**src/rtl/systolic_array_sequencer_if.sv**
```systemverilog
// Handshake bundle between the job sequencer, the AXI-Stream DMA ports,
// the A/B input buffers and the systolic array.
interface systolic_array_sequencer_if;
    logic s_axis_valid;
    logic s_axis_last;
    logic s_axis_ready;
    logic m_axis_valid;
    logic m_axis_last;
    logic m_axis_ready;
    logic buff_is_full;
    logic buff_is_empty;
    logic buff_wr;
    logic buff_rd;
    logic buff_rst_n;
    logic arr_C_valid;
    logic arr_rst_n;

    modport master (
        input  s_axis_valid, s_axis_last, m_axis_ready,
        input  buff_is_full, buff_is_empty, arr_C_valid,
        output s_axis_ready, m_axis_valid, m_axis_last,
        output buff_wr, buff_rd, buff_rst_n, arr_rst_n
    );

    modport slave (
        output s_axis_valid, s_axis_last, m_axis_ready,
        output buff_is_full, buff_is_empty, arr_C_valid,
        input  s_axis_ready, m_axis_valid, m_axis_last,
        input  buff_wr, buff_rd, buff_rst_n, arr_rst_n
    );
endinterface

```
**src/rtl/systolic_array_sequencer.sv**
```systemverilog
// Job sequencer for the 3x3 systolic array: CLEAR -> LOAD -> COMPUTE -> DRAIN,
// one job in flight, result handed to the DMA as a single AXIS beat.
module systolic_array_sequencer #(
    parameter int LOAD_BEATS     = 5,
    parameter int CLR_CYCLES     = 2,
    parameter int TIMEOUT_CYCLES = 64
) (
    input  logic                           axi_clk,
    input  logic                           axi_rst,
    systolic_array_sequencer_if.master     bus,
    output logic                           frame_err,
    output logic                           timeout,
    output logic                           busy,
    output logic [15:0]                    job_cnt
);

    localparam logic [7:0]  BEATS     = 8'(LOAD_BEATS);
    localparam logic [7:0]  BEAT_LAST = 8'(LOAD_BEATS - 1);
    localparam logic [3:0]  CLR_LAST  = 4'(CLR_CYCLES - 1);
    localparam logic [15:0] TO_LAST   = 16'(TIMEOUT_CYCLES - 1);

    typedef enum logic [1:0] {
        CLEAR   = 2'd0,
        LOAD    = 2'd1,
        COMPUTE = 2'd2,
        DRAIN   = 2'd3
    } state_t;

    state_t      state;
    logic [3:0]  clr_cnt;
    logic [7:0]  beat_cnt;
    logic [7:0]  rd_cnt;
    logic [15:0] to_cnt;
    logic        m_valid;
    logic        m_last;
    logic        buff_clr_n;
    logic        arr_clr_n;
    logic        s_ready;
    logic        beat_acc;
    logic        pop;

    assign s_ready  = (state == LOAD) && !bus.buff_is_full && (beat_cnt < BEATS);
    assign beat_acc = bus.s_axis_valid && s_ready;
    assign pop      = (state == COMPUTE) && (rd_cnt < BEATS) && !bus.buff_is_empty;

    assign bus.s_axis_ready = s_ready;
    assign bus.buff_wr      = beat_acc;
    assign bus.buff_rd      = pop;
    assign bus.m_axis_valid = m_valid;
    assign bus.m_axis_last  = m_last;
    assign bus.buff_rst_n   = buff_clr_n;
    assign bus.arr_rst_n    = arr_clr_n;

    // Clear strobes are registered alongside the state so they stay low for
    // exactly the cycles spent in CLEAR; arr_rst_n stays high in DRAIN so o_C holds.
    always_ff @(posedge axi_clk or posedge axi_rst) begin
        if (axi_rst) begin
            state      <= CLEAR;
            clr_cnt    <= '0;
            beat_cnt   <= '0;
            rd_cnt     <= '0;
            to_cnt     <= '0;
            job_cnt    <= '0;
            m_valid    <= 1'b0;
            m_last     <= 1'b0;
            frame_err  <= 1'b0;
            timeout    <= 1'b0;
            busy       <= 1'b0;
            buff_clr_n <= 1'b0;
            arr_clr_n  <= 1'b0;
        end else begin
            frame_err <= 1'b0;
            timeout   <= 1'b0;
            case (state)
                CLEAR: begin
                    if (clr_cnt == CLR_LAST) begin
                        state      <= LOAD;
                        clr_cnt    <= '0;
                        beat_cnt   <= '0;
                        rd_cnt     <= '0;
                        to_cnt     <= '0;
                        buff_clr_n <= 1'b1;
                        arr_clr_n  <= 1'b1;
                        busy       <= 1'b0;
                    end else begin
                        clr_cnt <= clr_cnt + 4'd1;
                        busy    <= 1'b1;
                    end
                end
                LOAD: begin
                    if (beat_acc) begin
                        beat_cnt <= beat_cnt + 8'd1;
                        busy     <= 1'b1;
                        // An early last drops the partial frame; a missing last only flags it.
                        if (bus.s_axis_last && (beat_cnt < BEAT_LAST)) begin
                            frame_err  <= 1'b1;
                            state      <= CLEAR;
                            clr_cnt    <= '0;
                            buff_clr_n <= 1'b0;
                            arr_clr_n  <= 1'b0;
                        end else if (beat_cnt == BEAT_LAST) begin
                            frame_err <= !bus.s_axis_last;
                            state     <= COMPUTE;
                            rd_cnt    <= '0;
                            to_cnt    <= '0;
                        end
                    end
                end
                COMPUTE: begin
                    if (pop) begin
                        rd_cnt <= rd_cnt + 8'd1;
                    end
                    to_cnt <= to_cnt + 16'd1;
                    if (bus.arr_C_valid && (rd_cnt == BEATS)) begin
                        state   <= DRAIN;
                        m_valid <= 1'b1;
                        m_last  <= 1'b1;
                    end else if (to_cnt == TO_LAST) begin
                        timeout    <= 1'b1;
                        state      <= CLEAR;
                        clr_cnt    <= '0;
                        buff_clr_n <= 1'b0;
                        arr_clr_n  <= 1'b0;
                    end
                end
                DRAIN: begin
                    if (bus.m_axis_ready) begin
                        job_cnt    <= job_cnt + 16'd1;
                        m_valid    <= 1'b0;
                        m_last     <= 1'b0;
                        state      <= CLEAR;
                        clr_cnt    <= '0;
                        buff_clr_n <= 1'b0;
                        arr_clr_n  <= 1'b0;
                    end
                end
                default: begin
                    state      <= CLEAR;
                    clr_cnt    <= '0;
                    buff_clr_n <= 1'b0;
                    arr_clr_n  <= 1'b0;
                end
            endcase
        end
    end

endmodule

```
**src/flat_wrapper.sv**
```systemverilog
// flat-port wrapper written by rule: the top's interface ports become plain ports
module systolic_array_sequencer_flat 
#(
    parameter int LOAD_BEATS     = 5,
    parameter int CLR_CYCLES     = 2,
    parameter int TIMEOUT_CYCLES = 64
)
  (axi_clk, axi_rst, frame_err, timeout, busy, job_cnt, bus_s_axis_valid, bus_s_axis_last, bus_m_axis_ready, bus_buff_is_full, bus_buff_is_empty, bus_arr_C_valid, bus_s_axis_ready, bus_m_axis_valid, bus_m_axis_last, bus_buff_wr, bus_buff_rd, bus_buff_rst_n, bus_arr_rst_n);
  systolic_array_sequencer_if bus_i ();
  input  logic axi_clk;
  input  logic axi_rst;
  output logic frame_err;
  output logic timeout;
  output logic busy;
  output logic [15:0] job_cnt;
  input wire logic [$bits(bus_i.s_axis_valid)-1:0] bus_s_axis_valid;
  input wire logic [$bits(bus_i.s_axis_last)-1:0] bus_s_axis_last;
  input wire logic [$bits(bus_i.m_axis_ready)-1:0] bus_m_axis_ready;
  input wire logic [$bits(bus_i.buff_is_full)-1:0] bus_buff_is_full;
  input wire logic [$bits(bus_i.buff_is_empty)-1:0] bus_buff_is_empty;
  input wire logic [$bits(bus_i.arr_C_valid)-1:0] bus_arr_C_valid;
  output wire logic [$bits(bus_i.s_axis_ready)-1:0] bus_s_axis_ready;
  output wire logic [$bits(bus_i.m_axis_valid)-1:0] bus_m_axis_valid;
  output wire logic [$bits(bus_i.m_axis_last)-1:0] bus_m_axis_last;
  output wire logic [$bits(bus_i.buff_wr)-1:0] bus_buff_wr;
  output wire logic [$bits(bus_i.buff_rd)-1:0] bus_buff_rd;
  output wire logic [$bits(bus_i.buff_rst_n)-1:0] bus_buff_rst_n;
  output wire logic [$bits(bus_i.arr_rst_n)-1:0] bus_arr_rst_n;
  assign bus_i.s_axis_valid = bus_s_axis_valid;
  assign bus_i.s_axis_last = bus_s_axis_last;
  assign bus_i.m_axis_ready = bus_m_axis_ready;
  assign bus_i.buff_is_full = bus_buff_is_full;
  assign bus_i.buff_is_empty = bus_buff_is_empty;
  assign bus_i.arr_C_valid = bus_arr_C_valid;
  assign bus_s_axis_ready = bus_i.s_axis_ready;
  assign bus_m_axis_valid = bus_i.m_axis_valid;
  assign bus_m_axis_last = bus_i.m_axis_last;
  assign bus_buff_wr = bus_i.buff_wr;
  assign bus_buff_rd = bus_i.buff_rd;
  assign bus_buff_rst_n = bus_i.buff_rst_n;
  assign bus_arr_rst_n = bus_i.arr_rst_n;
  systolic_array_sequencer #(.LOAD_BEATS(LOAD_BEATS), .CLR_CYCLES(CLR_CYCLES), .TIMEOUT_CYCLES(TIMEOUT_CYCLES)) u_core (.axi_clk(axi_clk), .axi_rst(axi_rst), .bus(bus_i), .frame_err(frame_err), .timeout(timeout), .busy(busy), .job_cnt(job_cnt));
endmodule
```
**config.mk**
```make
export PLATFORM = sky130hd
export DESIGN_NAME = systolic_array_sequencer_flat
export DESIGN_NICKNAME = d
export VERILOG_FILES = /design/src/rtl/systolic_array_sequencer_if.sv /design/src/rtl/systolic_array_sequencer.sv /design/src/flat_wrapper.sv
export SDC_FILE = /design/constraint.sdc
export NUM_CORES = 1
export LEC_CHECK = 0
export CAP_MARGIN = 20
export CORE_ASPECT_RATIO = 0.7
export CORE_MARGIN = 1.5
export CORE_UTILIZATION = 30
export DETAILED_ROUTE_END_ITERATION = 16
export PLACE_DENSITY_LB_ADDON = 0.3
export SLEW_MARGIN = 10
export SYNTH_ARGS = -nofsm -noshare
export SYNTH_HDL_FRONTEND = slang
export SYNTH_SLANG_ARGS = --single-unit
```
**constraint.sdc**
```tcl
create_clock -name axi_clk -period 5 [get_ports axi_clk]
set_clock_uncertainty 0.15 [all_clocks]
set_input_delay 1 -clock axi_clk [delete_from_list [all_inputs] [get_ports axi_clk]]
set_output_delay 1 -clock axi_clk [all_outputs]
set_load 0.01 [all_outputs]
```
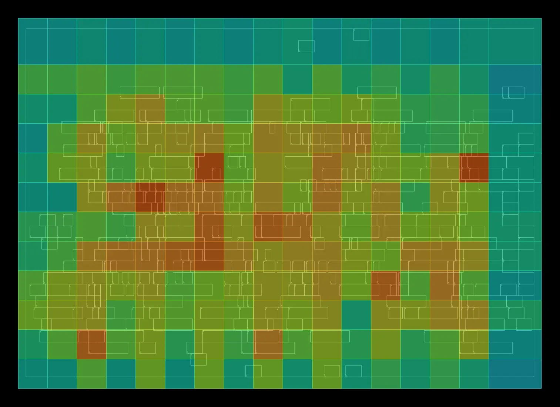
Figure 1: run 1, congestion heat map.
fin util: 38.92%
GRT Total Usage: 14.41%
drt wl/cell: 14.10 microns

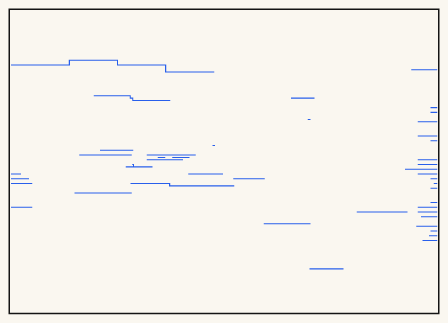
Figure 2: run 1, signal wires on met3.
main direction	horizontal
wire length on this layer	356 microns
share of all routed wire	5.3%

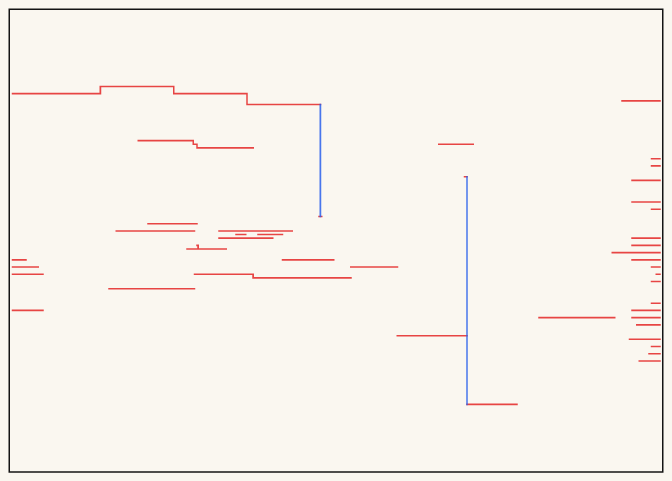
Figure 3: run 1, routed metal, one color a layer.
Two of the layers only.
layer	color	wire length
metal 4	blue	63.9 microns
metal 3	red	356 microns

==> flow_metrics.env, run 1 <==
# physical design summary
export IMPL_status="finished clean"
export IMPL_hold_violations=0
export IMPL_synthXorXnorAreaFrac_pct=8.437
export IMPL_hpwl_mm=4.699
export IMPL_critPathArrivalTime_ns=3.15
export IMPL_adder_share_pct=3.741
export IMPL_grt_max_degree=49
export IMPL_fp_nets=322
export IMPL_yosysSeqAreaShare_pct=49.04
export IMPL_drc=0
export IMPL_use_met2_pct=19.44
export IMPL_clk_latency_ns=0.33
export IMPL_end_kind="output port"
export IMPL_path_clk_slew_ns=0.05
export IMPL_cp_depth=6
export IMPL_synthesis_area_sq_um=3010
export IMPL_grt_util_met3_pct=6.118
export IMPL_ff_type="dfrtp_1"
export IMPL_final_cells=477
export IMPL_wl_met3_microns=355
export IMPL_worst_path_buf_inv=3
export IMPL_rr_endpoint="u_core.to_cnt[15]$_DFFE_PP0P_"
export IMPL_gp_congestion=0.8231
export IMPL_placement_cell_area_sq_um=3487
export IMPL_cts_buffers=9
export IMPL_slew_violations=0
export IMPL_synth_area_per_cell_sq_um=9.870
export IMPL_log_warning_count=30
export IMPL_sh_comb_area_pct=38.10
export IMPL_grt_pass1_wl_mm=11.76
export IMPL_hold_end="u_core.job_cnt[15]$_DFFE_PP0P_"
export IMPL_period_needed_ns=4.297
export IMPL_top_usage_layer="met1"
export IMPL_nNonClkBuffers=38
export IMPL_nets=362
export IMPL_ys_warn_count=0
export IMPL_vias=2381
export IMPL_ant_nets=0
export IMPL_worstPathMaxFanout=7
export IMPL_n_clock_buffer=12
export IMPL_placedCellCount=461
export IMPL_drt_iter0_drc=211
export IMPL_vdd_ir_drop_max_v=0.0002154
export IMPL_comb_cells=224
export IMPL_reg2regPathDepth=5
export IMPL_largest_area_cell="dfrtp_1"
export IMPL_worstPathRequired_ns=3.85
export IMPL_clock_fmax_mhz=232.7
export IMPL_drt_pass1_iterations=4
export IMPL_ys_types=47
export IMPL_use_met1_pct=20.85
export IMPL_slew_headroom_pct=51.08
export IMPL_setup_viol=0
export IMPL_fin_crit_sh_pct=85.94
export IMPL_max_stage_delay_ns=0.54
export IMPL_rsz0062_at_grt="no"
export IMPL_leakage_nw=1.612
export IMPL_cts_root_buf="clkbuf_16"
export IMPL_seq_area_share_pct=39.02
export IMPL_avgViaCountPerCell=4.992
export IMPL_grt_antenna_before_repair=0
export IMPL_post_cts_buffers=0
export IMPL_route_top_layer_used="met4"
[run 1: report_power, final]
part	internal (mW)	total (mW)	switching, mW
logic	0.194	0.455	0.261
registers	0.541	0.640	0.0993
clock network	0.381	0.585	0.204
[run 1: Yosys cell counts (3+ instances only)]
master    number
and2_1         9
xnor2_1       12
inv_1         13
nor4_1         6
a21oi_1        8
nand3_1       13
nand2_1       35
or4_1          3
ha_1           9
xor2_1        17
nand4_1       18
nor3_1         3
o21ai_0       12
clkbuf_1       5
nand2b_1       3
nor2b_1        4
or3_1          8
dfrtp_1       59
and3_1         4
nor2_1        28
[run 1: flip-flops by register name, indices dropped and copies added (netlist names), 2 cells and up]
name and count:
u_core.beat_cnt 8, u_core.clr_cnt 4, u_core.state 2, u_core.to_cnt 16
u_core.job_cnt 16, u_core.rd_cnt 8
## Run 2: what changed since run 1
Settings changed: CAP_MARGIN 20 to 25, CORE_UTILIZATION 30 to 50, PLACE_DENSITY set to 0.72, PLACE_DENSITY_LB_ADDON 0.3 to not set.
==> run 2 against run 1 <==
  * Hold slack gained 0.019 ns
  * Clock power shrank 9.4%
  * Setup slack gained 0.030 ns
  * Power shrank 4.6%
  * Non-clock buffer count shrank 2
  * Combinational power shrank 3%
  * Sequential share of layout area grew 1.4 points
  * Largest cell class unchanged
==> flow_metrics.env, run 2 <==
# physical design summary
export IMPL_cts_buffers=9
export IMPL_slew_headroom_pct=45.80
export IMPL_synthXorXnorAreaFrac_pct=8.437
export IMPL_placedCellCount=407
export IMPL_hpwl_mm=4.424
export IMPL_period_needed_ns=4.267
export IMPL_reg2regPathDepth=5
export IMPL_cts_root_buf="clkbuf_8"
export IMPL_p_seq_uw=633
export IMPL_end_kind="output port"
export IMPL_setup_viol=0
export IMPL_largest_area_cell="dfrtp_1"
export IMPL_vdd_ir_drop_max_v=0.0003752
export IMPL_p_clk_share_pct=33.1
export IMPL_reg_top3="u_core.job_cnt x16, u_core.to_cnt x16"
export IMPL_wire_per_inst_microns=14.95
export IMPL_fp_nets=322
export IMPL_max_stage_delay_ns=0.54
export IMPL_drt_iter0_drc=141
export IMPL_ys_types=47
export IMPL_drt_pass1_iterations=6
export IMPL_post_cts_buffers=0
export IMPL_synthesis_area_sq_um=3010
export IMPL_use_met1_pct=32.24
export IMPL_drc=0
export IMPL_clk_latency_ns=0.35
export IMPL_top_cells_by_count="dfrtp_1 (59), nand2_1 (35), nor2_1 (28)"
export IMPL_ant_nets=0
export IMPL_grt_antenna_before_repair=0
export IMPL_pg_clk_uw=530
export IMPL_power_leader="registers"
export IMPL_gp_congestion=0.8821
export IMPL_power_switching_uw=532.8
export IMPL_use_met2_pct=32.48
export IMPL_route_top_layer_used="met4"
export IMPL_worstPathMaxFanout=7
export IMPL_grt_max_degree=41
export IMPL_power_internal_mw=1.070
export IMPL_fin_crit_sh_pct=85.33
export IMPL_synth_area_per_cell_sq_um=9.870
export IMPL_placement_cell_area_sq_um=3413
export IMPL_vias=2360
export IMPL_grt_pass1_wl_mm=10.87
export IMPL_final_cells=423
export IMPL_wl_met3_microns=374
export IMPL_switching_share_pct=33.24
export IMPL_status="finished clean"
export IMPL_log_warning_count=30
export IMPL_synth_top_cell_by_count="dfrtp_1"
export IMPL_ys_warn_count=0
export IMPL_rr_endpoint="u_core.rd_cnt[7]$_DFFE_PP0P_"
export IMPL_leakage_nw=1.584
export IMPL_yosysSeqAreaShare_pct=49.04
export IMPL_adder_share_pct=3.741
export IMPL_top_usage_layer="met2"
export IMPL_p_seq_share_pct=39.5
export IMPL_slew_violations=0
export IMPL_grt_usage_pct=22.74
export IMPL_worstPathRequired_ns=3.85
export IMPL_rsz0062_at_grt="no"
export IMPL_hold_violations=0
run 2: cell counts after synthesis:
No cell type changed its count.
run 2: worst max path at each step:
stage	slack, ns	end	cells after the start
6_report	0.73	bus_buff_wr	6
5_1_grt	0.66	bus_buff_wr	6
4_1_cts	0.72	bus_buff_wr	6
3_5_place_dp	0.73	bus_buff_wr	6
3_3_place_gp	0.74	bus_buff_wr	6
2_1_floorplan	1.64	bus_buff_wr	3
run 2: cell type report:
type	count	area [sq um]	share of cell area (%)
flip-flops and latches	59	1476	40.40
multi-input cells	224	1441	39.44
repair buffers	36	352.8	9.654
clock buffers	11	141.4	3.869
clock inverters	5	100.1	2.739
well taps	75	93.84	2.568
inverters	13	48.80	1.335
run 2: critical path: cells and delay by family:
family | cells | cell delay [ns]
simple gates | 3 | 0.99
buf+inv | 3 | 1.14
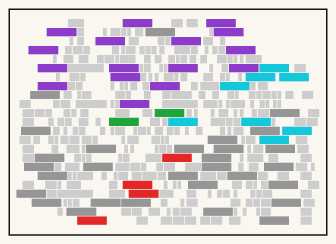
Figure 4: run 2, register map, names as in the netlist.
Other sequential cells in the stronger gray, the rest of the logic in the fainter gray.
signal	color	sequential cells
`u_core.rd_cnt`	cyan	8
`u_core.to_cnt`	purple	16
`u_core.clr_cnt`	red	4
`u_core.state`	green	2
not colored	29

No activity file was given, so power comes from the tool's default toggle rates.
